Fig. 1: sequential cells grouped by signal name
Bar = 20 um. Other sequential cells in the stronger grey, the rest of the logic in the fainter grey.
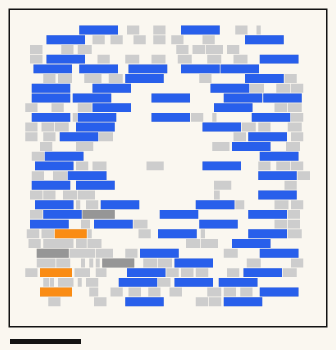
Fig. 2: cells by drive strength
Bar = 20 um.
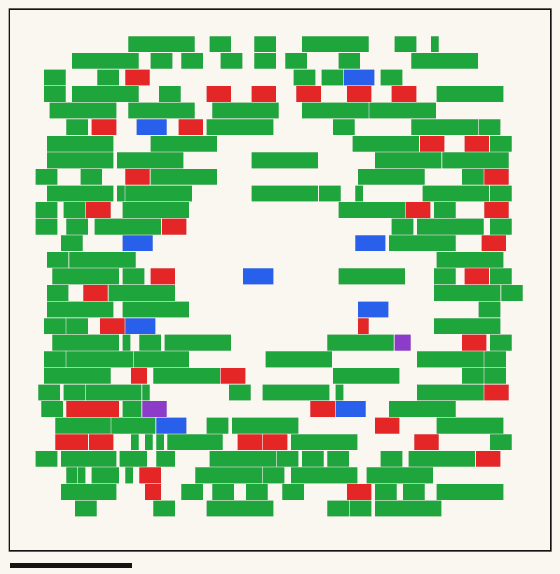
Fig. 3: logic cells by family
Bar = 20 um.
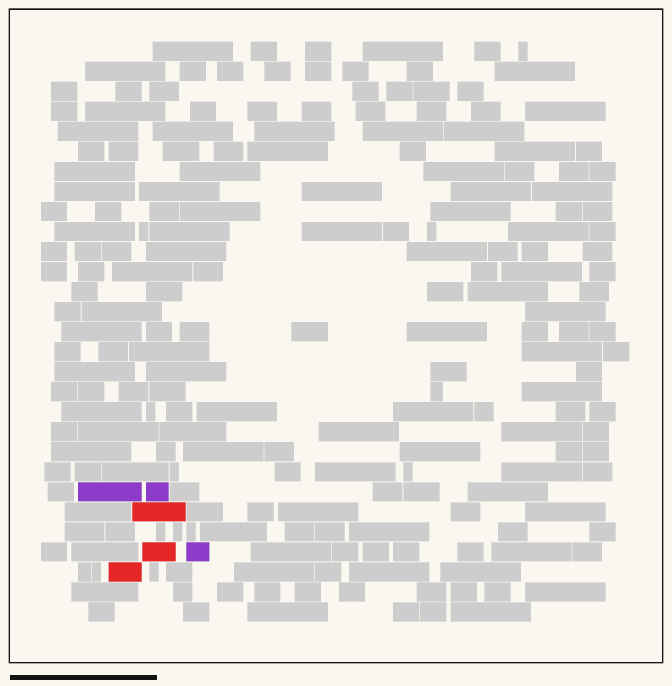
==> config.mk <==
export PLATFORM = sky130hd
export DESIGN_NAME = elastic_bram_load
export DESIGN_NICKNAME = d
export VERILOG_FILES = /design/src/rtl/elastic_bram_load.sv
export SDC_FILE = /design/constraint.sdc
export NUM_CORES = 1
export LEC_CHECK = 0
export ABC_CLOCK_PERIOD_IN_PS = 6300
export CAP_MARGIN = 10
export CORE_MARGIN = 4
export CORE_UTILIZATION = 44
export CTS_CLUSTER_SIZE = 10
export DETAILED_ROUTE_END_ITERATION = 6
export PLACE_DENSITY = 0.83
export SLEW_MARGIN = 25
export SYNTH_ARGS = -nofsm -noshare
export SYNTH_HDL_FRONTEND = slang
export SYNTH_SLANG_ARGS = --single-unit
==> constraint.sdc <==
create_clock -name clk -period 6.3 [get_ports clk]
set_input_delay 1.26 -clock clk [delete_from_list [all_inputs] [get_ports clk]]
set_output_delay 1.26 -clock clk [all_outputs]
set_load 0.05 [all_outputs]
==> src/rtl/elastic_bram_load.sv <==
// Elastic load: address tokens drive a 1-cycle-latency BRAM read port, data returns in order.
// Optional address range check enabled by ELASTIC_BRAM_LOAD_BOUNDS_EN.
module elastic_bram_load #(
    parameter int ADDRESS_SIZE = 32,
    parameter int DATA_SIZE    = 32,
    parameter int DEPTH        = 2,
    parameter int MEM_DEPTH    = 1024
) (
    input  logic                    clk,
    input  logic                    rst,
    input  logic [ADDRESS_SIZE-1:0] input_addr,
    input  logic                    pValidArray,
    output logic                    readyArray,
    output logic [DATA_SIZE-1:0]    dataOutArray,
    output logic                    validArray,
    input  logic                    nReadyArray,
    output logic [31:0]             bram_address,
    output logic                    bram_ce,
    input  logic [DATA_SIZE-1:0]    bram_din,
    output logic                    err_oob
);

    localparam int PW = (DEPTH > 1) ? $clog2(DEPTH) : 1;
    localparam int CW = $clog2(DEPTH + 1) + 1;

    logic [DATA_SIZE-1:0] buffer [DEPTH];
    logic [PW-1:0]        wr_ptr;
    logic [PW-1:0]        rd_ptr;
    logic [CW-1:0]        count;
    logic [CW-1:0]        occ;
    logic                 inflight;
    logic                 inflight_oob;
    logic                 pop;
    logic                 accept;
    logic                 oob;

    function automatic logic [PW-1:0] next_ptr(input logic [PW-1:0] p);
        return (p == PW'(DEPTH - 1)) ? '0 : p + 1'b1;
    endfunction

    assign validArray   = (count != '0);
    assign dataOutArray = buffer[rd_ptr];
    assign pop          = validArray & nReadyArray;

    // The read in flight already owns a slot, so it counts against capacity.
    assign occ        = count + CW'(inflight);
    assign readyArray = ~rst & ((occ - CW'(pop)) < CW'(DEPTH));
    assign accept     = pValidArray & readyArray;

    assign bram_address = 32'(input_addr);

`ifdef ELASTIC_BRAM_LOAD_BOUNDS_EN
    localparam int AW1 = ADDRESS_SIZE + 1;
    localparam logic [AW1-1:0] MEM_LIM = AW1'(MEM_DEPTH);

    logic err_q;

    assign oob     = ({1'b0, input_addr} >= MEM_LIM);
    assign err_oob = err_q;

    always_ff @(posedge clk or posedge rst) begin
        if (rst) begin
            err_q <= 1'b0;
        end else if (accept & oob) begin
            err_q <= 1'b1;
        end
    end
`else
    assign oob     = 1'b0;
    assign err_oob = 1'b0;
`endif

    assign bram_ce = accept & ~oob;

    always_ff @(posedge clk or posedge rst) begin
        if (rst) begin
            wr_ptr       <= '0;
            rd_ptr       <= '0;
            count        <= '0;
            inflight     <= 1'b0;
            inflight_oob <= 1'b0;
        end else begin
            inflight     <= accept;
            inflight_oob <= accept & oob;
            if (inflight) begin
                wr_ptr <= next_ptr(wr_ptr);
            end
            if (pop) begin
                rd_ptr <= next_ptr(rd_ptr);
            end
            count <= count + CW'(inflight) - CW'(pop);
        end
    end

    // Storage needs no reset: count gates every read of it.
    always_ff @(posedge clk) begin
        if (inflight) begin
            buffer[wr_ptr] <= inflight_oob ? '0 : bram_din;
        end
    end

endmodule
==> results_slide.txt <==
Run Summary

Run status
  – Run status: complete, no violations

Final timing
  – Max-slew violations: 0
  – Setup Skew: 0.00539 ns
  – Min cycle time layout: 5.30 ns
  – Max_slew headroom: 0.369
  – Min Hold Slack: 0.494 ns
  – FMAX: 0.189 GHz
  – Fin crit share: 0.842
  – RSZ-0062 raised after global routing: no
  – Setup TNS: 0 ns

Yosys
  – Cells after Synth: 157
  – Fa+ha+maj area frac: 0.0158
  – Syn_area_per_cell: 18.2 um^2
  – And+or+nand+nor area frac: 0.0131
  – Synthesis warning total: 0
  – Area leader share: 0.673
  – XOR Share, Synth: 0.0145
  – Area contributors post-synth: edfxtp_1 67%, mux2_2 13%, buf_4 8.7%
  – Post-synth net total: 228
  – Compound Share, Synth: 0.00350
  – Yosys chip area: 2860 um^2
  – Post-Syn Area: 2860 um^2
  – Mux cell area share: 0.126
  – Top cell type by total area after synthesis: edfxtp_1
  – Dominant comb cell: multiplexers

Die
  – Die Span Y: 88.6 um
  – Die Footprint: 7850 um^2
  – Initial Util: 0.452
  – Core area: 6310 um^2
  – Die Wd: 88.6 um
  – # rows: 29

Min path
  – Worst Hold Class: reg -> reg
  – Hold Path Depth: 1
  – Worst hold start: inflight$_DFF_PP0_
  – Hold endpoint: wr_ptr$_DFFE_PP0P_

CTS
  – Clk sinks: 70
  – CTS clk-pin slew, worst paths: 0.07 ns
  – TritonCTS buffer count: 9
  – CTS resizes: 0
  – CTS Hold Bufs: 0
  – Clk root buf: clkbuf_8
  – Htree depth: 3
  – CTS tree: done
  – Clk Latency, worst-skew pair: 0.33 ns

Layout
  – Layout net count: 273
  – Number of fill cells: 529
  – Area grow syn2layout: 24.3%
  – Layout cells sized above 1: 0.238
  – Antenna diode count: 0

Detailed routing
  – Number of DRC markers in iteration 0: 51
  – Number of routed nets with antenna violations: 0
  – DR vias/cell: 4.86
  – Routed vias: 1376
  – Routed len/inst: 16.9 um
  – # DRC: 0
  – Pre-Repair DR Iteration Count: 4
  – DRT Wirelength: 4780 um

Worst setup path
  – Worst R2R Path Depth: 7
  – Critical Path RT: 5.04 ns
  – WS Path Type: in -> out
  – Setup crit start kind: primary input
  – CP Cell Sequence: clkdlybuf4s50_1 > o31a_2 > ha_1 > inv_1 > ha_1 > fa_1 > xnor3_2 > nor4b_2 > clkdlybuf4s50_1
  – Reg2reg end: inflight$_DFF_PP0_
  – Crit. End Element: primary output
  – Critical path's slowest cell: clkdlybuf4s50_1
  – Crit-path max cell delay: 0.86 ns
  – Critical path buffers and inverters: 3
  – R2r setup slk: 4.04 ns
  – RR Startpoint: count[1]$_DFF_PP0_

GRT
  – Tot GR Track Use: 0.132
  – Initial antenna violation count: 0
  – Gr ovfl total: 0
  – Number of global-route vias before repair: 1551

Pwr
  – Leak: 1.22 nW
  – Total Power: 0.00173 W
  – P per Cell Area: 486 nW/um^2

Flow run
  – Maxcap violations: 0
  – Tool warnings: 26

Place
  – Routability cong.: 0.694
About Fig. 1:
| colour | signal | flops |
|---|---|---|
| blue | `buffer` | 64 |
| orange | `count` | 3 |

About Fig. 2:
| colour | size | cells | share |
|---|---|---|---|
| purple | _3 and _4 cells | 2 | 0.97% |
| red | _2 cells | 38 | 18% |
| blue | _6 and larger | 9 | 4.4% |
| green | _0 and _1 cells | 157 | 76% |

About Fig. 3:
| colour | family | cells |
|---|---|---|
| red | adder and majority cells | 3 |
| purple | XOR/XNOR gates | 3 |

## area by class of cell
| class | instances | area, um^2 | share of cell area |
|---|---|---|---|
| multi-input cells | 45 | 507 | 0.143 |
| well taps | 77 | 96.3 | 0.0271 |
| flip-flops and latches | 70 | 2070 | 0.584 |
| clock buffers | 12 | 135 | 0.0381 |
| inverters | 5 | 18.8 | 0.00529 |
| clock inverters | 3 | 12.5 | 0.00352 |
| repair buffers | 71 | 708 | 0.200 |
## Yosys cell counts, drive strengths merged
cell    number
and2         1
nor3         1
mux2        32
edfxtp      64
buf         37
xnor3        1
fa           1
or3          1
conb         1
o31a         1
nor2         1
nor4b        1
ha           2
dfrtp        6
xor2         2
inv          5
## metal layers
layer | routed length (um) | vias to the layer above | track usage
met3 | 437 | 20 | 0.0577
met4 | 136 | 0 | 0.0975
met5 | 0 | - | 0
met2 | 2390 | 65 | 0.211
li1 | - | 631 | -
met1 | 1810 | 660 | 0.138
## metrics by stage
stage	setup slack (ns)	area (um^2)	std cells	util
after floorplan	1.52	2860	157	-
after global placement	1.04	3400	268	0.539
after detailed placement	0.986	3400	268	0.539
after CTS	0.983	3550	283	0.562
after global routing	0.896	3550	283	0.562
final	0.998	3550	283	0.562
## sequential cells by signal (all words and copies together), names as in the netlist
register	cells
wr_ptr	1
inflight	1
count	3
rd_ptr	1
buffer	64
## how the worst max path moves through the flow
stage            endpoint  slack, ns  cells after the start
6_report          bram_ce        1.0                      9
5_1_grt           bram_ce       0.90                      9
4_1_cts           bram_ce       0.98                      9
3_5_place_dp      bram_ce       0.99                      9
3_3_place_gp      bram_ce       1.04                      9
2_1_floorplan  readyArray       1.52                      7
## cells in the final DEF (no fill, tap or decap), types with 2 or more instances in the layout
cell type	netlist	layout
clkbuf_8	0	9
clkbuf_1	0	3
xor2_1	2	2
clkinv_1	0	2
mux2_2	32	32
inv_1	5	5
dfrtp_1	6	6
ha_1	2	2
edfxtp_1	64	64
clkdlybuf4s50_1	0	70
## where the power goes
part / switching (W) / internal (W) / leakage, nW
clock: 0.000148 / 0.000138 / 0.0753
sequential: 0.0000515 / 0.000607 / 0.650
combinational: 0.000481 / 0.000301 / 0.490
## kinds of logic after synthesis
family,after synthesis
xor+xnor,3
fa+ha+maj,3
buf+inv,42
compound gates,1
flops,70
other cells,1
simple gates,5
mux,32
Power figures rest on the tool's default switching activity, not on a simulated workload.
